===== config.mk =====
export PLATFORM = sky130hd
export DESIGN_NAME = wb_stage
export DESIGN_NICKNAME = d
export VERILOG_FILES = /design/src/rtl/wb_stage_pkg.sv /design/src/rtl/wb_fifo.sv /design/src/rtl/wb_stage.sv
export SDC_FILE = /design/constraint.sdc
export NUM_CORES = 1
export LEC_CHECK = 0
export ABC_CLOCK_PERIOD_IN_PS = 2700
export CELL_PAD_IN_SITES_DETAIL_PLACEMENT = 0
export CELL_PAD_IN_SITES_GLOBAL_PLACEMENT = 1
export CORE_MARGIN = 1.5
export CORE_UTILIZATION = 32
export CTS_CLUSTER_SIZE = 10
export DETAILED_ROUTE_END_ITERATION = 16
export GPL_TIMING_DRIVEN = 0
export HOLD_SLACK_MARGIN = 0.15
export PLACE_DENSITY_LB_ADDON = 0.25
export SETUP_SLACK_MARGIN = 0.5
export SLEW_MARGIN = 20
export SYNTH_ARGS = -nofsm -noshare
export SYNTH_HDL_FRONTEND = slang
export SYNTH_SLANG_ARGS = --single-unit

===== constraint.sdc =====
create_clock -name clk -period 2.7 [get_ports clk]
set_input_delay 0.54 -clock clk [delete_from_list [all_inputs] [get_ports clk]]
set_output_delay 0.54 -clock clk [all_outputs]
set_load 0.01 [all_outputs]

===== src/rtl/wb_stage_pkg.sv =====
// wb_stage_pkg
//   Shared definitions for the writeback stage: datapath width, result-select
//   encodings, load funct3 codes, the long-latency buffer entry layout and the
//   load-data extraction helper.
package wb_stage_pkg;

  localparam int XLEN   = 32;
  localparam int REG_AW = 5;

  // Result select carried down from decode. The reserved code behaves as ALU.
  typedef enum logic [1:0] {
    WB_SEL_ALU  = 2'd0,
    WB_SEL_LOAD = 2'd1,
    WB_SEL_PC4  = 2'd2,
    WB_SEL_RSVD = 2'd3
  } wb_sel_e;

  // Load width/sign encodings (funct3 of the load instruction).
  localparam logic [2:0] F3_LB  = 3'b000;
  localparam logic [2:0] F3_LH  = 3'b001;
  localparam logic [2:0] F3_LW  = 3'b010;
  localparam logic [2:0] F3_LBU = 3'b100;
  localparam logic [2:0] F3_LHU = 3'b101;

  // One buffered long-latency result: destination plus value (37 bits).
  typedef struct packed {
    logic [REG_AW-1:0] rd;
    logic [XLEN-1:0]   data;
  } lu_entry_t;

  // Pick the addressed byte/half out of the aligned memory word and extend it.
  // Halves are selected by addr[1] only; addr[0] is ignored for them.
  // Unknown funct3 codes pass the full word through.
  function automatic logic [XLEN-1:0] load_extract(
    input logic [2:0]      funct3,
    input logic [1:0]      addr,
    input logic [XLEN-1:0] word
  );
    logic [7:0]      byte_val;
    logic [15:0]     half_val;
    logic [XLEN-1:0] result;
    case (addr)
      2'd0:    byte_val = word[7:0];
      2'd1:    byte_val = word[15:8];
      2'd2:    byte_val = word[23:16];
      default: byte_val = word[31:24];
    endcase
    half_val = addr[1] ? word[31:16] : word[15:0];
    case (funct3)
      F3_LB:   result = {{24{byte_val[7]}}, byte_val};
      F3_LH:   result = {{16{half_val[15]}}, half_val};
      F3_LW:   result = word;
      F3_LBU:  result = {24'd0, byte_val};
      F3_LHU:  result = {16'd0, half_val};
      default: result = word;
    endcase
    return result;
  endfunction

endpackage


===== src/rtl/wb_fifo.sv =====
// wb_fifo
//   Small synchronous FIFO holding long-latency results until the register
//   file write port is free. DEPTH must be a power of two, >= 2.
// Ports:
//   clk        clock, rising edge
//   rst        asynchronous reset, active-low
//   push       write push_data (ignored when full)
//   push_data  entry to store
//   pop        discard head (ignored when empty)
//   pop_data   current head entry (valid when !empty)
//   full       no free slot
//   empty      no stored entry
module wb_fifo #(
  parameter int DEPTH = 2,
  parameter int WIDTH = 37
) (
  input  logic             clk,
  input  logic             rst,
  input  logic             push,
  input  logic [WIDTH-1:0] push_data,
  input  logic             pop,
  output logic [WIDTH-1:0] pop_data,
  output logic             full,
  output logic             empty
);

  localparam int AW = $clog2(DEPTH);

  logic [WIDTH-1:0] storage [DEPTH];
  // Pointers carry one extra wrap bit so full and empty are distinguishable.
  logic [AW:0] wr_ptr;
  logic [AW:0] rd_ptr;
  logic        do_push;
  logic        do_pop;

  assign empty    = (wr_ptr == rd_ptr);
  assign full     = (wr_ptr[AW-1:0] == rd_ptr[AW-1:0]) && (wr_ptr[AW] != rd_ptr[AW]);
  assign do_push  = push && !full;
  assign do_pop   = pop && !empty;
  assign pop_data = storage[rd_ptr[AW-1:0]];

  always_ff @(posedge clk or negedge rst) begin
    if (!rst) begin
      wr_ptr <= '0;
      rd_ptr <= '0;
    end else begin
      if (do_push) wr_ptr <= wr_ptr + 1'b1;
      if (do_pop)  rd_ptr <= rd_ptr + 1'b1;
    end
  end

  // Storage needs no reset: a slot is only read after it has been written.
  always_ff @(posedge clk) begin
    if (do_push) storage[wr_ptr[AW-1:0]] <= push_data;
  end

endmodule


===== src/rtl/wb_stage.sv =====
// wb_stage
//   Writeback stage and sole driver of the register file write port. Registers
//   the MEM result (with load extraction), buffers long-latency unit results,
//   and arbitrates the port: pipeline first, buffer when the port is unclaimed.
//   A starvation counter requests a pipeline bubble so the buffer always drains.
// Ports:
//   clk, rst                 clock; asynchronous active-low reset
//   mem_valid/write_reg/rd   MEM-stage instruction and its destination
//   mem_wb_sel, mem_funct3   result select and load width/sign
//   mem_alu_result           ALU result, also load address
//   mem_load_data            raw aligned memory word
//   mem_pc_plus4             link value
//   lu_valid/rd/data         offered long-latency result
//   lu_ready                 buffer can accept
//   stall_req                hold MEM and inject a bubble into WB
//   write_reg, target_reg,   register file write enable, address, data
//   write_rd_data            (address/data are zero whenever enable is low)
module wb_stage
  import wb_stage_pkg::*;
#(
  parameter int FIFO_DEPTH   = 2,
  parameter int STARVE_LIMIT = 4
) (
  input  logic            clk,
  input  logic            rst,
  input  logic            mem_valid,
  input  logic            mem_write_reg,
  input  logic [4:0]      mem_rd,
  input  logic [1:0]      mem_wb_sel,
  input  logic [2:0]      mem_funct3,
  input  logic [XLEN-1:0] mem_alu_result,
  input  logic [XLEN-1:0] mem_load_data,
  input  logic [XLEN-1:0] mem_pc_plus4,
  input  logic            lu_valid,
  input  logic [4:0]      lu_rd,
  input  logic [XLEN-1:0] lu_data,
  output logic            lu_ready,
  output logic            stall_req,
  output logic            write_reg,
  output logic [4:0]      target_reg,
  output logic [XLEN-1:0] write_rd_data
);

  localparam int              CW         = $clog2(STARVE_LIMIT + 1);
  localparam logic [CW-1:0]   STARVE_MAX = CW'(STARVE_LIMIT);

  logic            wb_valid;
  logic            wb_we;
  logic [4:0]      wb_rd;
  logic [XLEN-1:0] wb_result;
  logic [XLEN-1:0] mem_result;

  logic            claimed;
  logic            fifo_full;
  logic            fifo_empty;
  logic            lu_push;
  logic            lu_pop;
  lu_entry_t       lu_in;
  lu_entry_t       lu_head;
  logic [CW-1:0]   starve_cnt;

  // Choose the value the MEM instruction will write back.
  always_comb begin
    mem_result = mem_alu_result;
    case (wb_sel_e'(mem_wb_sel))
      WB_SEL_LOAD: mem_result = load_extract(mem_funct3, mem_alu_result[1:0], mem_load_data);
      WB_SEL_PC4:  mem_result = mem_pc_plus4;
      default:     mem_result = mem_alu_result;
    endcase
  end

  // WB pipeline register; a stall request replaces the incoming entry with a
  // bubble so the buffer gets the port for that cycle.
  always_ff @(posedge clk or negedge rst) begin
    if (!rst) begin
      wb_valid  <= 1'b0;
      wb_we     <= 1'b0;
      wb_rd     <= '0;
      wb_result <= '0;
    end else if (stall_req) begin
      wb_valid  <= 1'b0;
      wb_we     <= 1'b0;
      wb_rd     <= '0;
      wb_result <= '0;
    end else begin
      wb_valid  <= mem_valid;
      wb_we     <= mem_write_reg;
      wb_rd     <= mem_rd;
      wb_result <= mem_result;
    end
  end

  assign claimed = wb_valid && wb_we && (wb_rd != 5'd0);

  // lu_ready depends only on registered occupancy, and is held low in reset.
  assign lu_ready   = rst && !fifo_full;
  assign lu_push    = lu_valid && lu_ready;
  assign lu_pop     = !fifo_empty && !claimed;
  assign lu_in.rd   = lu_rd;
  assign lu_in.data = lu_data;

  wb_fifo #(
    .DEPTH (FIFO_DEPTH),
    .WIDTH ($bits(lu_entry_t))
  ) u_fifo (
    .clk       (clk),
    .rst       (rst),
    .push      (lu_push),
    .push_data (lu_in),
    .pop       (lu_pop),
    .pop_data  (lu_head),
    .full      (fifo_full),
    .empty     (fifo_empty)
  );

  // Counts cycles the buffer has waited without draining; saturates so the
  // stall request stays up until the forced bubble lets the head pop.
  always_ff @(posedge clk or negedge rst) begin
    if (!rst) begin
      starve_cnt <= '0;
    end else if (fifo_empty || lu_pop) begin
      starve_cnt <= '0;
    end else if (starve_cnt != STARVE_MAX) begin
      starve_cnt <= starve_cnt + 1'b1;
    end
  end

  assign stall_req = (starve_cnt == STARVE_MAX);

  // Port arbitration. A popped entry for x0 is dropped without a write, and
  // address/data stay zero when no write is issued.
  always_comb begin
    write_reg     = 1'b0;
    target_reg    = '0;
    write_rd_data = '0;
    if (claimed) begin
      write_reg     = 1'b1;
      target_reg    = wb_rd;
      write_rd_data = wb_result;
    end else if (lu_pop && (lu_head.rd != 5'd0)) begin
      write_reg     = 1'b1;
      target_reg    = lu_head.rd;
      write_rd_data = lu_head.data;
    end
  end

endmodule

Fig. 1: run 1, the metal 2 layer
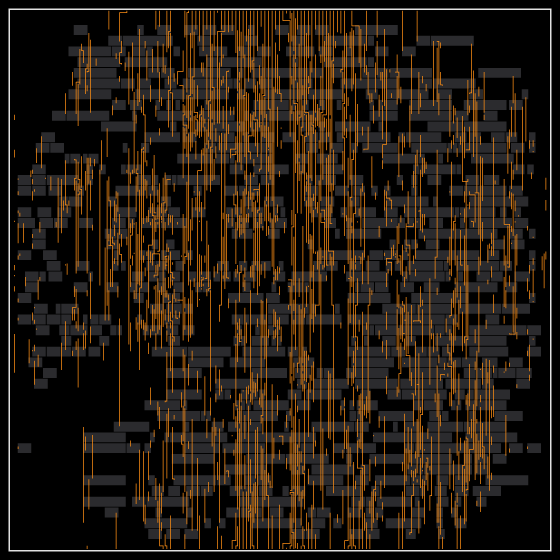
- nets with wire on the layer: 762
- share of all routed wire: 48%

Fig. 2: run 1, M3 wires
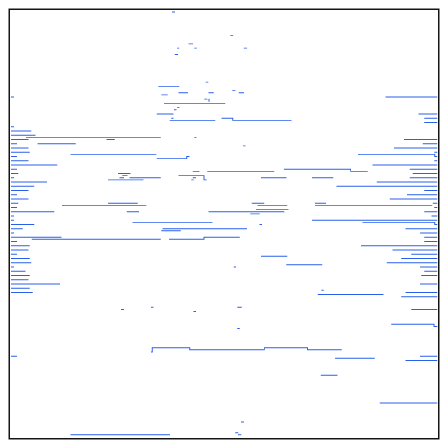
- nets with wire on the layer: 134
- main direction: horizontal
- longest straight run: 42.8 um
- share of all routed wire: 7.0%
- wire length on this layer: 1370 um

==> impl_metrics.csv, run 1 <==
group,metric,value,unit
outcome,outcome,"complete, but fails checks",
outcome,failed_checks,"negative setup slack",
clock_network,cts.sinks,120,
routing,met3_length,1370,um
final_timing,setup_ws,-0.253,ns
final_layout,clkbuf_count,20,
clock_network,post-cts-setup-buffers,7,
setup_path,cp_top_family,"simple AND/OR/NAND/NOR gates",
setup_path,crit_path_end,"write_rd_data[14]",
power,power_leader,"combinational logic",
logic_synthesis,ys.flops,120,
setup_path,reg2reg_slack,0.77,ns
final_timing,fin_setup_tns,-7.76,ns
final_timing,max_clock_freq,339,MHz
clock_network,htree_levels,4,
floorplanning,row_count,48,
final_layout,num-nets-final,874,
logic_synthesis,synth.most_common_cell,"edfxtp_1",
final_layout,ff_latch_area,0.00337,mm2
routing,drc,0,
logic_synthesis,synth_top_cell_by_area,"edfxtp_1",
power,power.internal,5.33,mW
global_route,track_usage,21.4,%
setup_path,crit_path_top_delay_cell,"or4_1",
setup_path,cp-start-kind,"register",
final_layout,flop-count,120,
clock_network,ctsHoldBuffers,3,
setup_path,cp-end-kind,"output port",
final_layout,comb_area_share,26.6,%
logic_synthesis,xor_share,1.07,%
final_timing,setup_viol,38,
power,seq_power_share,30.6,%
placement,post-place-ws,-0.284,ns
Fig. 3: run 1, signal wires on met1
Scale bar: 50 um. Supply wires on this layer in gray.
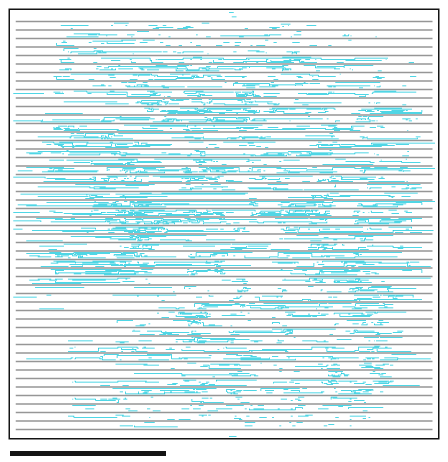
- main direction: horizontal
- share of all routed wire: 43%

Fig. 4: run 1, routing congestion map
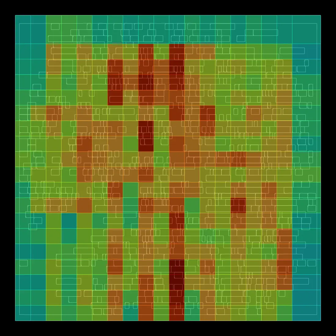

--- run 2 (diff from run 1) ---
--- a/config.mk
+++ b/config.mk
@@ -14,7 +14,7 @@
 export DETAILED_ROUTE_END_ITERATION = 16
 export GPL_TIMING_DRIVEN = 0
 export HOLD_SLACK_MARGIN = 0.15
-export PLACE_DENSITY_LB_ADDON = 0.25
+export PLACE_DENSITY_LB_ADDON = 0.08
 export SETUP_SLACK_MARGIN = 0.5
 export SLEW_MARGIN = 20
 export SYNTH_ARGS = -nofsm -noshare
Fig. 5: run 2, routing congestion map
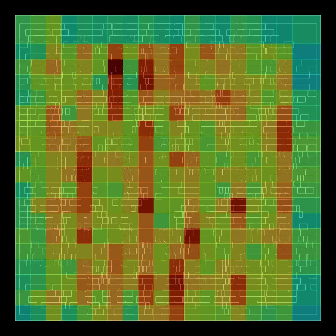
WL per Instance: 21.3 um
met1 GRT Util: 29.3%
busiest layer in global routing: met2
met2 Resource Use GR: 36.1%

Fig. 6: run 2, signal wires on met1
Scale bar: 50 um. Supply wires on this layer in gray.
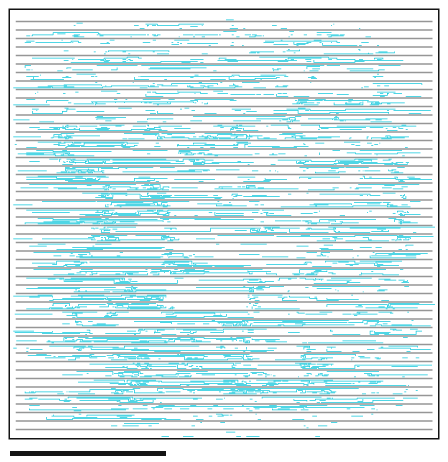
- share of all routed wire: 44%
- main direction: horizontal
- longest straight run: 58.4 um
vias: 4969
total wire length: 20400 um

==> impl_metrics.csv, run 2 <==
group,metric,value,unit
outcome,outcome,"complete, but fails checks",
outcome,failed_checks,"negative setup slack",
final_timing,fin_setup_tns,-7.70,ns
setup_path,reg2reg_slack,0.81,ns
logic_synthesis,xor_share,1.07,%
final_timing,setup_ws,-0.243,ns
setup_path,cp-end-kind,"output port",
clock_network,ctsHoldBuffers,2,
setup_path,cp.arrival,2.40,ns
final_layout,ff_latch_area,0.00337,mm2
setup_path,crit_path_end,"write_rd_data[15]",
routing,drc,0,
final_layout,num-nets-final,872,
routing,met3_length,1200,um
clock_network,post-cts-setup-buffers,8,
floorplanning,row_count,48,
setup_path,cp_top_family,"simple AND/OR/NAND/NOR gates",
final_layout,clkbuf_count,20,
clock_network,cts.sinks,120,
logic_synthesis,synth_top_cell_by_area,"edfxtp_1",
final_timing,setup_viol,38,
logic_synthesis,ys.flops,120,
power,comb-power,3.05,mW
power,seq_power_share,30.5,%
logic_synthesis,synth.most_common_cell,"edfxtp_1",
setup_path,cp-start-kind,"register",
power,power_leader,"combinational logic",
clock_network,htree_levels,4,
min_path,min-delay-path-class,"reg2reg",
placement,post-place-ws,-0.284,ns
final_layout,flop-count,120,
power,power.internal,5.27,mW
final_layout,comb_area_share,26.9,%
Fig. 7: run 2, metal 4
Supply wires on this layer in gray.
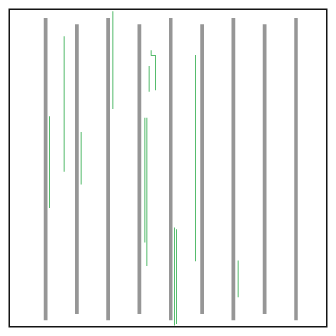
- nets with wire on the layer: 12
- main direction: vertical
- longest straight run: 89.1 um
- wire length on this layer: 498 um

Fig. 8: run 2, M3 wires
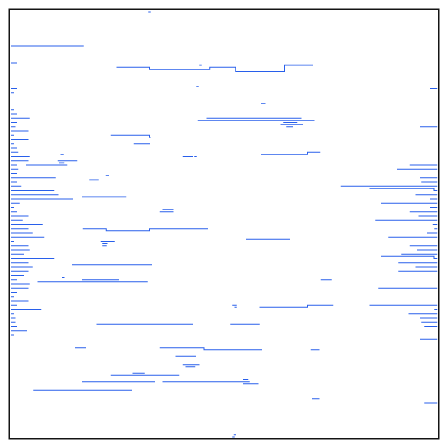

--- run 3 (diff from run 2) ---
--- a/config.mk
+++ b/config.mk
@@ -5,6 +5,7 @@
 export SDC_FILE = /design/constraint.sdc
 export NUM_CORES = 1
 export LEC_CHECK = 0
+export ABC_AREA = 1
 export ABC_CLOCK_PERIOD_IN_PS = 2700
 export CELL_PAD_IN_SITES_DETAIL_PLACEMENT = 0
 export CELL_PAD_IN_SITES_GLOBAL_PLACEMENT = 1
Fig. 9: run 3, M3 wires
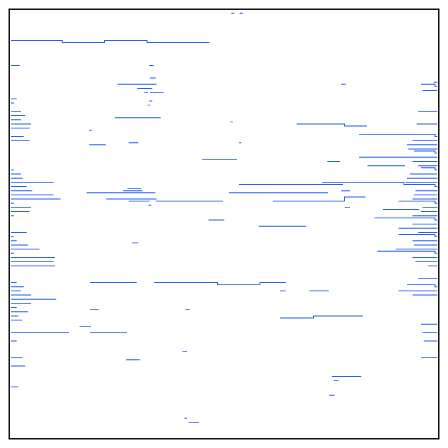
- main direction: horizontal
- share of all routed wire: 5.9%
- wire length on this layer: 1190 um
- longest straight run: 33.6 um
met3 global-route usage: 5.51%
total wire length: 20100 um
vias: 5366

Fig. 10: run 3, signal wires on met1
Scale bar: 50 um. Supply wires on this layer in gray.
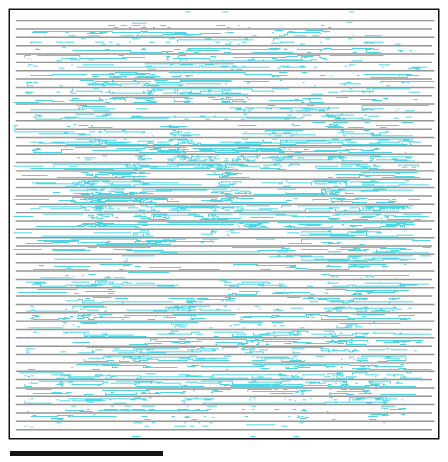
- nets with wire on the layer: 901
- longest straight run: 53.8 um

==> impl_metrics.csv, run 3 <==
group,metric,value,unit
outcome,outcome,"complete, but fails checks",
outcome,failed_checks,"design-rule violations, negative setup slack",
setup_path,cp_top_family,"buffers and inverters",
setup_path,crit_path_end,"write_rd_data[21]",
routing,avgRoutedWirePerCell,18.3,um
setup_path,cp.arrival,2.17,ns
clock_network,htree_levels,4,
min_path,min-delay-path-class,"reg2reg",
final_layout,comb_area_share,25.7,%
setup_path,crit_path_top_delay_cell,"dfrtp_2",
setup_path,reg2reg_slack,0.92,ns
routing,met3_length,1190,um
logic_synthesis,xor_share,0.882,%
logic_synthesis,muxShareOfSynthArea,5.37,%
final_timing,max_clock_freq,369,MHz
global_route,track_usage,21.2,%
setup_path,cp-start-kind,"register",
final_timing,fin_setup_tns,-0.0319,ns
routing,drc,10,
final_layout,flop-count,120,
final_layout,ff_latch_area,0.00337,mm2
global_route,top_usage_layer,"met2",
placement,routabilityCongestion,0.885,
global_route,use_met2,34.1,%
final_timing,setup_ws,-0.00882,ns
power,seq_power_share,28.0,%
power,power_leader,"combinational logic",
logic_synthesis,yosys.area_share.aoi,17.1,%
final_timing,setup_viol,5,
logic_synthesis,synth_top_cell_by_area,"edfxtp_1",
global_route,met1_usage,28.1,%
final_layout,num-nets-final,1008,
power,comb-power,3.81,mW
logic_synthesis,ys.flops,120,
final_layout,area_growth,55.2,%
final_timing,post-route-min-period,2.71,ns
routing,top_layer_used,"met4",
clock_network,cts.sinks,120,
logic_synthesis,avgSynthCellArea,9.74,um2
clock_network,post-cts-setup-buffers,18,
placement,post-place-ws,-0.0478,ns
power,power.internal,5.79,mW
floorplanning,row_count,49,
logic_synthesis,synth-simple-area-share,13.6,%
clock_network,ctsHoldBuffers,2,
logic_synthesis,synth.most_common_cell,"nand2_1",
Fig. 11: run 3, the metal 2 layer
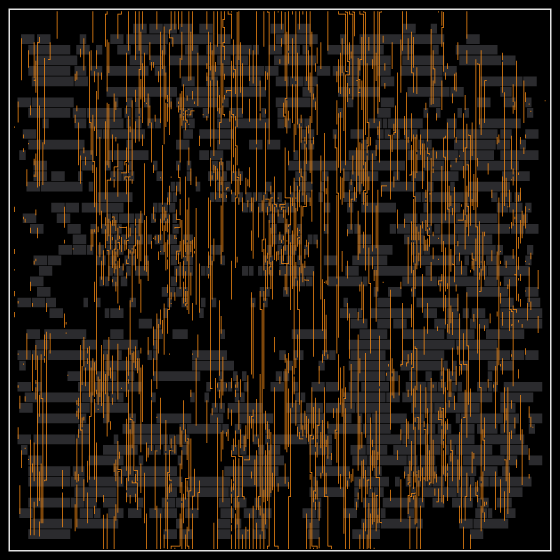
- wire length on this layer: 9370 um
- share of all routed wire: 47%
- main direction: vertical
- longest straight run: 61.9 um

Power figures rest on the tool's default switching activity, not on a simulated workload.
